==> run_1/met1.png <==
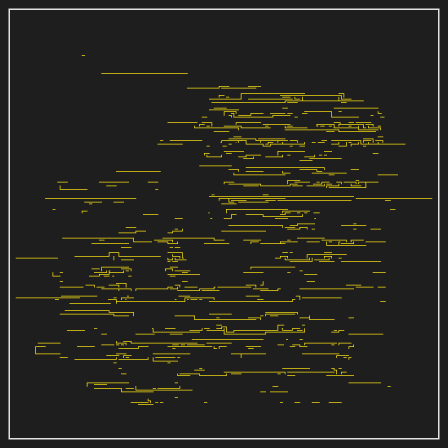
==> run_1/port_nets.png <==
Bar = 20 µm.
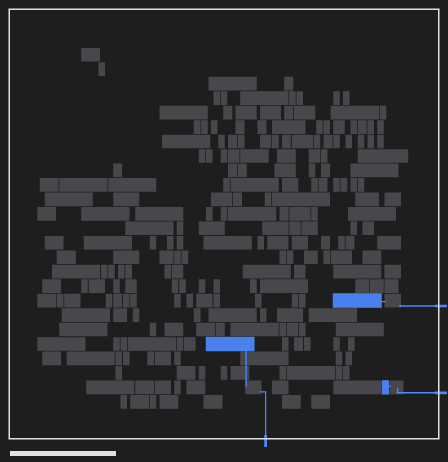
==> run_1/registers.png <==
Other sequential cells in the stronger gray, the rest of the logic in the fainter gray.
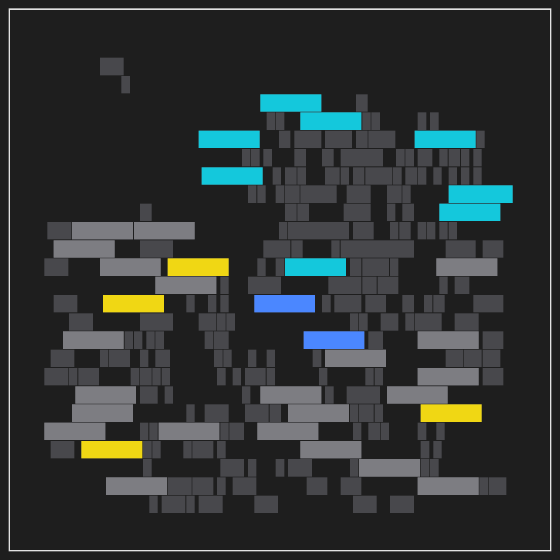
==> run_1/clock_map.png <==
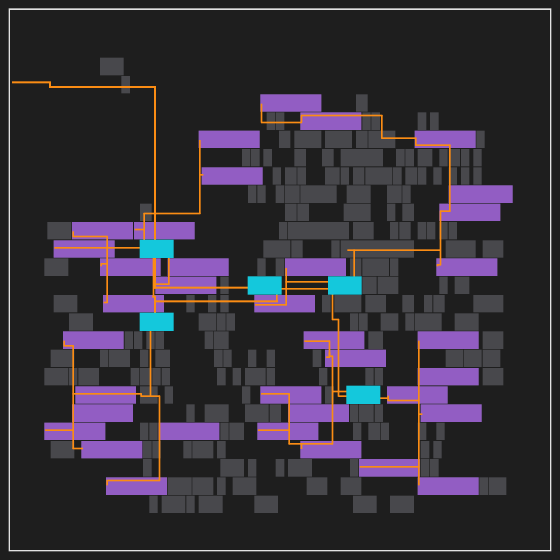
File: config.mk
export PLATFORM = sky130hd
export DESIGN_NAME = zint_ctrl
export DESIGN_NICKNAME = d
export VERILOG_FILES = /design/src/rtl/zint_ctrl.sv
export SDC_FILE = /design/constraint.sdc
export NUM_CORES = 1
export LEC_CHECK = 0
export ABC_AREA = 1
export CAP_MARGIN = 20
export CORE_MARGIN = 5
export CORE_UTILIZATION = 32
export CTS_CLUSTER_DIAMETER = 200
export DETAILED_ROUTE_END_ITERATION = 10
export GPL_TIMING_DRIVEN = 0
export PLACE_DENSITY_LB_ADDON = 0.2
export SYNTH_ARGS = -nofsm -noshare
export SYNTH_HDL_FRONTEND = slang
export SYNTH_SLANG_ARGS = --single-unit
export TNS_END_PERCENT = 30
File: constraint.sdc
create_clock -name fclk -period 1.3 [get_ports fclk]
set_clock_uncertainty 0.1 [all_clocks]
set_input_delay 0.195 -clock fclk [delete_from_list [all_inputs] [get_ports fclk]]
set_output_delay 0.195 -clock fclk [all_outputs]
set_load 0.01 [all_outputs]
File: src/rtl/zint_ctrl.sv
// ZX-bus interrupt controller: synchronised sources, sticky pending bits,
// a lowest-index-first priority vector and a level-follow or timed-pulse INT drive.
module zint_ctrl #(
    parameter int NSRC        = 4,
    parameter int SYNC_STAGES = 2,
    parameter int PULSE_LEN   = 32
) (
    input  logic            fclk,
    input  logic            rst,
    input  logic [NSRC-1:0] src_in,
    input  logic [NSRC-1:0] src_ena,
    input  logic [NSRC-1:0] src_edge,
    input  logic            master_ena,
    input  logic            pulse_mode,
    input  logic            clr_stb,
    input  logic [NSRC-1:0] clr_mask,
    output logic [NSRC-1:0] pending,
    output logic            vec_valid,
    output logic [2:0]      vec,
    output logic            internal_int,
    output logic            zint_oe
);

    typedef enum logic [1:0] {IDLE, PULSE, ARMED} state_t;

    logic [NSRC-1:0] sync_q [SYNC_STAGES];
    logic [NSRC-1:0] s, s_d, edge_q;
    logic [NSRC-1:0] rise, clr, mode_chg, pend_nxt;
    logic            new_evt, pmode_q;
    state_t          state, state_nxt;
    logic [7:0]      cnt, cnt_nxt;
    logic            oe_nxt;

    function automatic logic [2:0] prio_enc(input logic [NSRC-1:0] p);
        logic [2:0] idx;
        idx = '0;
        for (int i = NSRC - 1; i >= 0; i--) begin
            if (p[i]) idx = 3'(i);
        end
        return idx;
    endfunction

    always_ff @(posedge fclk or posedge rst) begin
        if (rst) begin
            for (int k = 0; k < SYNC_STAGES; k++) sync_q[k] <= '0;
            s_d <= '0;
        end else begin
            sync_q[0] <= src_in;
            for (int k = 1; k < SYNC_STAGES; k++) sync_q[k] <= sync_q[k-1];
            s_d <= sync_q[SYNC_STAGES-1];
        end
    end

    assign s        = sync_q[SYNC_STAGES-1];
    assign rise     = s & ~s_d & src_ena;
    assign clr      = ({NSRC{clr_stb}} & clr_mask) | ~src_ena;
    assign mode_chg = src_edge ^ edge_q;

    // Edge sources hold until cleared (a same-cycle set wins); level sources follow s.
    assign pend_nxt = ~mode_chg & ((src_edge & (rise | (pending & ~clr)))
                                 | (~src_edge & s & src_ena));

    always_ff @(posedge fclk or posedge rst) begin
        if (rst) begin
            pending   <= '0;
            vec       <= '0;
            vec_valid <= 1'b0;
            new_evt   <= 1'b0;
            edge_q    <= '0;
            pmode_q   <= 1'b0;
        end else begin
            pending   <= pend_nxt;
            vec       <= prio_enc(pend_nxt);
            vec_valid <= |pend_nxt;
            new_evt   <= |(pend_nxt & ~pending);
            edge_q    <= src_edge;
            pmode_q   <= pulse_mode;
        end
    end

    assign internal_int = vec_valid;

    always_comb begin
        state_nxt = state;
        cnt_nxt   = cnt;
        oe_nxt    = 1'b0;
        if (!pulse_mode) begin
            state_nxt = IDLE;
            oe_nxt    = vec_valid & master_ena;
        end else if (!master_ena || !pmode_q) begin
            state_nxt = IDLE;
        end else begin
            case (state)
                IDLE: begin
                    if (vec_valid) begin
                        state_nxt = PULSE;
                        cnt_nxt   = 8'(PULSE_LEN - 1);
                        oe_nxt    = 1'b1;
                    end
                end
                PULSE: begin
                    if (cnt == 8'd0) begin
                        state_nxt = ARMED;
                    end else begin
                        cnt_nxt = cnt - 8'd1;
                        oe_nxt  = 1'b1;
                    end
                end
                ARMED: begin
                    // Only an event seen after the pulse ended may re-trigger.
                    if (new_evt) begin
                        state_nxt = PULSE;
                        cnt_nxt   = 8'(PULSE_LEN - 1);
                        oe_nxt    = 1'b1;
                    end else if (!vec_valid) begin
                        state_nxt = IDLE;
                    end
                end
                default: state_nxt = IDLE;
            endcase
        end
    end

    always_ff @(posedge fclk or posedge rst) begin
        if (rst) begin
            state   <= IDLE;
            cnt     <= '0;
            zint_oe <= 1'b0;
        end else begin
            state   <= state_nxt;
            cnt     <= cnt_nxt;
            zint_oe <= oe_nxt;
        end
    end

endmodule

==> impl_summary.log, run 1 <==
[report] extracting results
INFO  metric lay_top_cells = nand2_1, dfrtp_1, inv_1, clkdlybuf4s50_1, nand3_1
INFO  metric hp_class = input pin to flip-flop
INFO  metric critPathKind = flip-flop to flip-flop
INFO  metric placedCellCount = 287
INFO  metric max_cap_violations = 0
INFO  metric netlist.area_leader.share = 56.65%
INFO  metric synth_flops = 36
INFO  metric fmax = 0.7424 GHz
INFO  metric timing_worst_slew_pin_value = 743.3 ps
INFO  metric ys_types = 21
INFO  metric drc_errors = 0
INFO  metric hold_viol = 0
INFO  metric fp-row-count = 25
INFO  metric power_frac_seq = 46.3%
INFO  metric postSynthAreaPerCell = 8.326 µm²
INFO  metric ys_warn_count = 0
INFO  metric vias_per_cell = 4.231
INFO  metric cell_type_with_the_largest_total_area_after_synthesis = dfrtp_1
INFO  metric finalSetupViolCount = 10
INFO  metric first_global_vias = 1235
INFO  metric clock_tree.htree_level_count = 2
INFO  metric synth-edff-count = 0
INFO  metric detailed_place_hpwl = 2165 µm
INFO  metric critPathCaptureType = flip-flop
INFO  metric ys_seq_share = 56.65%
INFO  metric cts_buffers = 5
INFO  metric syn2layout_area_growth = 38.71%
INFO  metric floorplan.die.width = 80.50 µm
INFO  metric ios = 31
INFO  metric max_slew_margin = 50.38%
INFO  metric worst-path-buf-inv = 0
INFO  metric topCellsByArea = dfrtp_1, nand2_1, inv_1, nand3_1, nor2_1
INFO  metric grt_pass1_wl = 5388 µm
INFO  metric failed_checks = setup timing
INFO  metric synthTopCellsByCount = nand2_1, dfrtp_1, inv_1
INFO  metric leakage_power = 1.120 nW
INFO  metric grt_overflow_total = 0
INFO  metric internal-power = 2.029 mW
INFO  metric gp_routability_congestion = 0.7935
INFO  metric routed_len_inst = 10.21 µm
INFO  metric layout-drive-gt1-share = 18.53%
INFO  metric cts_sinks = 36
INFO  metric setup_tns = -369.5 ps
INFO  metric comb_power_share = 19.6%
INFO  metric crit_family = simple AND/OR/NAND/NOR gates
INFO  metric log.warning_count = 29
INFO  metric totalWireLength = 3054 µm
INFO  metric detailedRoute.firstIterationViolations = 47
INFO  metric num-fill-cells = 475
INFO  metric result_of_the_run = finished, violations left
INFO  metric setup_ws = -47.07 ps
INFO  metric hold-worst-slack = 99.77 ps
INFO  metric floorplan.core_area = 4786 µm²
INFO  metric min_period_over_period = 103.6%
INFO  metric yosys.stat.chipArea = 1590 µm²
INFO  metric fp-utilization = 33.23%
INFO  metric detailroute.via_count = 1265
INFO  metric postSynthNetCount = 214
INFO  metric fraction_of_registers_with_async_set_reset = 100.0%
INFO  metric worst_ir_drop_vdd = 0.8136 mV
INFO  metric layout_min_cycle_time = 1347 ps
INFO  metric chipArea = 6479 µm²
INFO  metric port_buffers = 29
INFO  metric grt_setup_unrepaired = yes
INFO  metric detail_route.first_pass.iterations = 3
INFO  metric pwr_density_cell = 1275 nW/µm²
INFO  metric groute.usage.overall = 10.74%
INFO  metric crit_path_cell_trace = nor2_2, nand2_2, nor2_4, nand2_4, nand2_4, nand2_1, nand2_1
INFO  metric synthesis.area = 1590 µm²
INFO  metric clkPwrFrac = 34.1%
INFO  metric critPathMaxFanout = 8
INFO  metric cts_tree = built
INFO  metric die.size.y = 80.50 µm
INFO  metric finalNonFillerCells = 299
INFO  metric synthesis.instances = 191
INFO  metric antenna_found_initial = 0
INFO  metric synth_top_cell_by_count = nand2_1
INFO  metric worst_setup_hold_path_clk_slew = 70 ps
INFO  metric timing.critical_path.from_type = flip-flop
INFO  metric postRouteAntennaNets = 0
INFO  metric timing.critical_path.slowest_cell_delay = 440 ps
INFO  metric crit_path_top_delay_cell = dfrtp_2
INFO  metric cts_root_buffer = clkbuf_8
INFO  metric switching_share = 27.86%
INFO  metric crit_required = 1420 ps
INFO  metric slew_viol_final = 0
INFO  metric insertion_delay = 280 ps
INFO  metric grt_max_degree = 37
INFO  metric antennaDiodeCount = 0
INFO  metric final_common_cell = nand2_1
INFO  metric final_net_count = 254
INFO  metric worst-endpoint-arrival = 1460 ps
INFO  metric dominantRegCellSynth = dfrtp_1
INFO  metric power.switching = 0.7834 mW
INFO  metric clock_tree.buffer_depth = 2
INFO  metric ys_cells = 191
-- met1.png (at the start) --
longest straight run	27.1 µm
nets with wire on the layer	226

-- port_nets.png (at the start) --
port	color	direction	end cells	buffers	wire
vec	blue	output	3	3	34.1 µm

-- registers.png (at the start) --
netlist name	color	placed flops
cnt	cyan	8
state	blue	2
s_d	yellow	4

-- clock_map.png (at the start) --
[flip-flops] purple | count: 36
[cells driving clock nets] cyan | count: 5
[clock wires] orange | length: 449 µm
routed clock nets	6

[run 1: registers in the layout, summed over array words and instances (netlist names)]
| register | flops |
|---|---|
| s | 4 |
| internal_int | 1 |
| sync_q | 4 |
| vec | 2 |
| cnt | 8 |
| zint_oe | 1 |
| pmode_q | 1 |
| edge_q | 4 |
| s_d | 4 |
| new_evt | 1 |
| state | 2 |
| pending | 4 |
[run 1: layer usage]
| metal | up-vias | share of wire [%] | global-route usage, % |
|---|---|---|---|
| li1 | 676 | - | - |
| met1 | 568 | 51 | 14.31 |
| met2 | 19 | 44 | 15.89 |
| met3 | 2 | 4.6 | 3.475 |
| met4 | 0 | 0.95 | 4.561 |
| met5 | - | 0 | 0 |
[run 1: final timing paths]
kind | start | endpoint | slack (ps) | depth (start not counted)
max | cnt[5] | cnt[1] | -50 | 7
max in group asynchronous | rst | cnt[5] | 330 | 2
min reg2reg | sync_q[7] | s[3] | 250 | 0
max reg2reg | cnt[5] | cnt[1] | -50 | 7
min in group asynchronous | rst | cnt[3] | 260 | 2
min | master_ena | zint_oe | 100 | 3
[run 1: what timing repair did]
item | CTS | global route
endpoints found under the hold margin | 0 | 1
hold buffers | 0 | 1
setup endpoints to repair | 22 | 15
cloned | 0 | 1
pin swaps | 2 | 6
setup buffers | 1 | 1
gates resized | 14 | 33
[run 1: layout make-up]
cell class	count	area [µm²]	share of cell area, %
Buffer	2	15.01	0.6807
Timing Repair Buffer	32	311.5	14.12
Multi-Input combinational cell	124	669.4	30.35
Tap cell	67	83.83	3.800
Sequential cell	36	902.1	40.90
Inverter	30	112.6	5.105
Clock buffer	5	68.82	3.120
Clock inverter	3	42.54	1.929
[run 1: cells by family (layout without fill, tap and decap cells)]
kind of cell	count (synthesis)	after routing	synth area share [%]
other cells	1	1	0.2358
buf+inv	32	72	8.025
fa+ha+maj	2	2	1.573
flops	36	36	56.65
simple gates	107	108	29.19
compound gates	13	13	4.328
[run 1: tightest hold or removal path: stages]
cell and delay (ps):
dlymetal6s2s_1 120, nand3_1 80, nand2_1 60
[run 1: per-stage QoR]
step,worst slack [ps],instance area [µm²],total power [mW],util [%]
after floorplan,6.822,1590,1.593,-
after global placement,-674.7,1964,1.763,41.05
after detailed placement,-435.2,1964,1.768,41.05
after CTS,-133.2,2074,2.744,43.35
after global routing,-164.5,2206,3.006,46.09
final,-47.07,2206,2.812,46.09
[run 1: power by group through the flow]
stage | sequential [mW] | clock (mW) | combinational, mW
2_1_floorplan | 1.30 | 0 | 0.290
3_3_place_gp | 1.31 | 0 | 0.455
3_5_place_dp | 1.31 | 0 | 0.460
4_1_cts | 1.29 | 1.00 | 0.458
5_1_grt | 1.31 | 1.04 | 0.651
6_report | 1.30 | 0.959 | 0.552
==> run_1/final_congestion.png <==
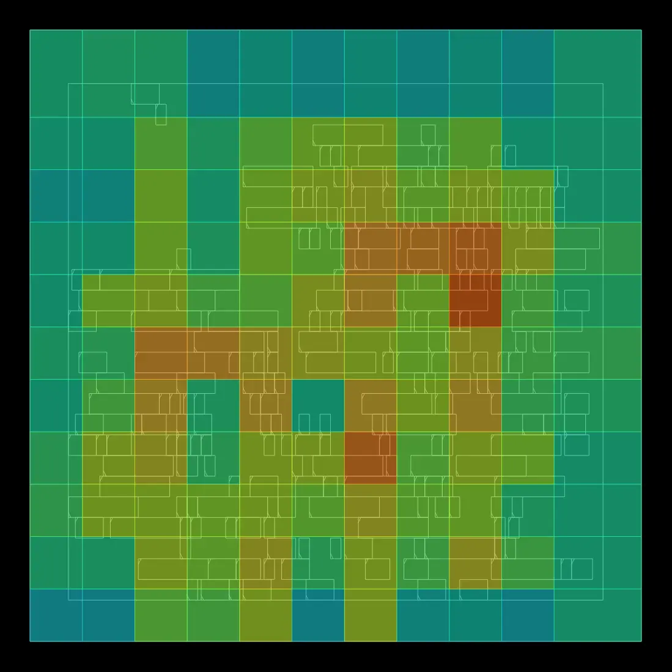

==> run 2, diff against run 1 <==
- CORE_MARGIN: 5 -> not set
- REMOVE_ABC_BUFFERS: not set -> 1
- SLEW_MARGIN: not set -> 20
==> run_2/final_congestion.png <==
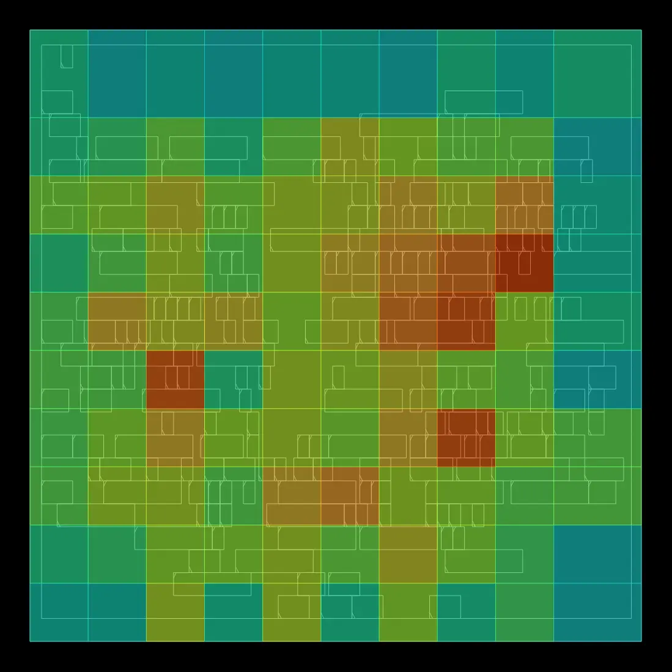
routed len/inst: 10.45 µm
layer with the highest usage after global routing: met2
global-route total usage across every layer: 13.01%

==> run_2/met1.png <==
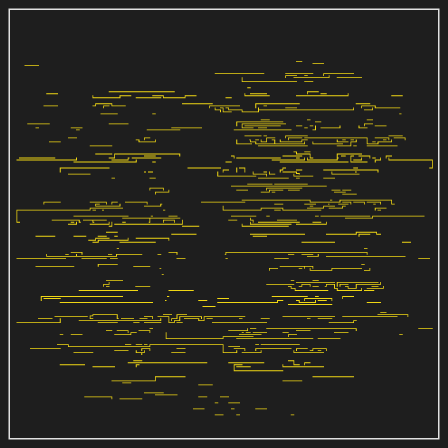
longest straight run	23.9 µm
wire length on this layer	1550 µm
share of all routed wire	49%
nets with wire on the layer	229
main direction	horizontal

==> run_2/port_nets.png <==
Bar = 20 µm.
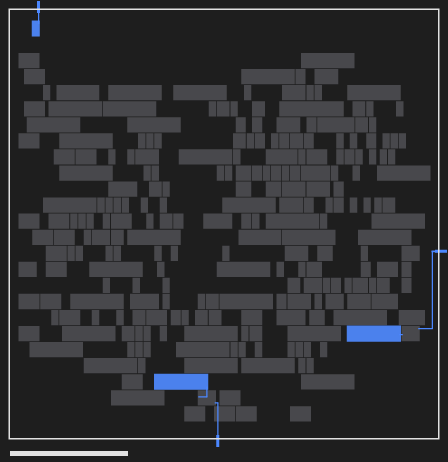
port	color	direction	end cells	buffers	wire
vec	blue	output	3	2	27.7 µm

==> run 2 against run 1 <==
  * The flow still finishes with violations (setup timing)
  * Sequential power about the same
  * Synthesized cell count unchanged
  * Power increased by 3.0%
  * Core utilization increased by 2.2 points
  * Die area decreased by 19%
  * Count of clock-buffer cells in the layout increased by 1
  * Final area increased by 4.0%
  * Cell count increased by 2.0%
  * Register-to-register slack got worse by 40 ps
  * Area after synthesis unchanged
  * Combinational power increased by 15%
  * Worst setup slack got worse by 39 ps
  * Largest cell class unchanged
  * Highest routed layer unchanged
==> impl_summary.log, run 2 <==
[report] extracting results
INFO  metric slew_viol_final = 0
INFO  metric insertion_delay = 290 ps
INFO  metric power.switching = 0.8094 mW
INFO  metric switching_share = 27.94%
INFO  metric ios = 31
INFO  metric floorplan.core_area = 4755 µm²
INFO  metric hp_class = input pin to flip-flop
INFO  metric top_register = cnt
INFO  metric max_cap_violations = 0
INFO  metric result_of_the_run = finished, violations left
INFO  metric placedCellCount = 286
INFO  metric grt_max_degree = 33
INFO  metric cts_tree = built
INFO  metric fraction_of_registers_with_async_set_reset = 100.0%
INFO  metric die.size.y = 72.50 µm
INFO  metric setup_ws = -85.84 ps
INFO  metric synthesis.instances = 191
INFO  metric grt_setup_unrepaired = yes
INFO  metric hold_viol = 0
INFO  metric post_dp_area = 1969 µm²
INFO  metric critPathCaptureType = flip-flop
INFO  metric cts_root_buffer = clkbuf_8
INFO  metric grt_overflow_total = 0
INFO  metric cts_buffers = 5
INFO  metric ys_cells = 191
INFO  metric top_logic_kind = simple AND/OR/NAND/NOR gates
INFO  metric crit_path_cell_trace = inv_2, ha_4, nand3_4, nor2_4, nand2_4, nand2_8, nand2_2, nand2_1
INFO  metric postRouteAntennaNets = 0
INFO  metric postSynthAreaPerCell = 8.326 µm²
INFO  metric totalWireLength = 3187 µm
INFO  metric synth-edff-count = 0
INFO  metric largest_register_ffs = 8
INFO  metric crit_family = simple AND/OR/NAND/NOR gates
INFO  metric synth_top_cell_by_count = nand2_1
INFO  metric fin_area = 2295 µm²
INFO  metric fin_total_pwr = 2.897 mW
INFO  metric power_frac_seq = 45.1%
INFO  metric clock_tree.buffer_depth = 2
INFO  metric detailed_place_hpwl = 2084 µm
INFO  metric fmax = 0.7216 GHz
INFO  metric fp-utilization = 33.45%
INFO  metric worst_setup_hold_path_clk_slew = 70 ps
INFO  metric synthTopCellsByCount = nand2_1, dfrtp_1, inv_1
INFO  metric netlist.area_leader.share = 56.65%
INFO  metric crit_required = 1430 ps
INFO  metric failed_checks = setup timing
INFO  metric pwr_density_cell = 1263 nW/µm²
INFO  metric yosys.area_share.aoi = 4.327%
INFO  metric ys_types = 21
INFO  metric cts_sinks = 36
INFO  metric crit_path_top_delay_cell = dfrtp_1
INFO  metric simple_gate_share = 29.19%
INFO  metric comb_power_share = 21.8%
INFO  metric min_period_over_period = 106.6%
INFO  metric detail_route.first_pass.iterations = 4
INFO  metric clkPwrFrac = 33.0%
INFO  metric comb_area = 701.9 µm²
INFO  metric vias_per_cell = 4.357
INFO  metric num-fill-cells = 458
INFO  metric yosys.stat.chipArea = 1590 µm²
INFO  metric drc_errors = 0
INFO  metric final_net_count = 260
INFO  metric ys_seq_share = 56.65%
INFO  metric detailedRoute.firstIterationViolations = 86
INFO  metric flop_area = 900.9 µm²
INFO  metric finalSetupViolCount = 11
INFO  metric dominantRegCellSynth = dfrtp_1
## run 2: cell counts after synthesis
No cell type changed its count.
## run 2: cells by family after synthesis
| group | count (synthesis) |
|---|---|
| flops | 36 |
| other cells | 1 |
| buf+inv | 32 |
| fa+ha+maj | 2 |
| compound gates | 13 |
| simple gates | 107 |
## run 2: per-layer routing
metal  part of all wire [%]  up-vias  global-route usage (%)
met1                     49      603                   16.68
met4                    1.9        0                   5.229
met2                     44       36                   19.31
met5                      0        -                       0
met3                    5.3        7                   5.556
li1                       -      683                       -
## run 2: worst paths after layout
check | endpoint | slack [ps] | cells after the start
setup / recovery | cnt[6] | -90 | 8
hold / removal | zint_oe | 100 | 3
setup reg to reg | cnt[6] | -90 | 8
hold reg to reg | s[1] | 250 | 0
max in group asynchronous | vec[1] | 170 | 4
min in group asynchronous | sync_q[6] | 550 | 3
## run 2: stage by stage
stage,hold WS (ps),setup WS (ps)
floorplan,126.4,-13.05
global placement,232.9,-660.1
detailed placement,235.5,-438.4
CTS,232.5,-115.7
global route,114.7,-170.6
finish,98.88,-85.84
## run 2: layout make-up
class / count / share of cell area [%]
sequential: 36 / 39.26
multi-input combinational: 124 / 30.59
timing repair buffer: 40 / 16.90
inverter: 30 / 4.907
tap: 67 / 3.653
clock buffer: 6 / 3.162
clock inverter: 2 / 1.527
## run 2: power by group through the flow
stage / Clock [mW] / Sequential [mW] / Combinational, mW
finish: 0.957 / 1.31 / 0.633
global route: 1.06 / 1.32 / 0.704
CTS: 0.992 / 1.29 / 0.461
detailed placement: 0 / 1.31 / 0.460
global placement: 0 / 1.31 / 0.446
floorplan: 0 / 1.30 / 0.279
## run 2: what timing repair did
| action | 4_1_cts | 5_1_grt |
|---|---|---|
| resized | 16 | 46 |
| hold buffers | 1 | 1 |
| setup buffers | 1 | 7 |
| pin swaps | 3 | 13 |
| endpoints found under the setup margin | 22 | 20 |
| gates cloned | 0 | 1 |
| endpoints found under the hold margin | 4 | 1 |
## run 2: tightest hold or removal path, delay by kind of cell
family	cells	cell delay, ps
buffers and inverters	1	120
AND/OR/NAND/NOR	2	140
Power is estimated from default activity; no workload was simulated.
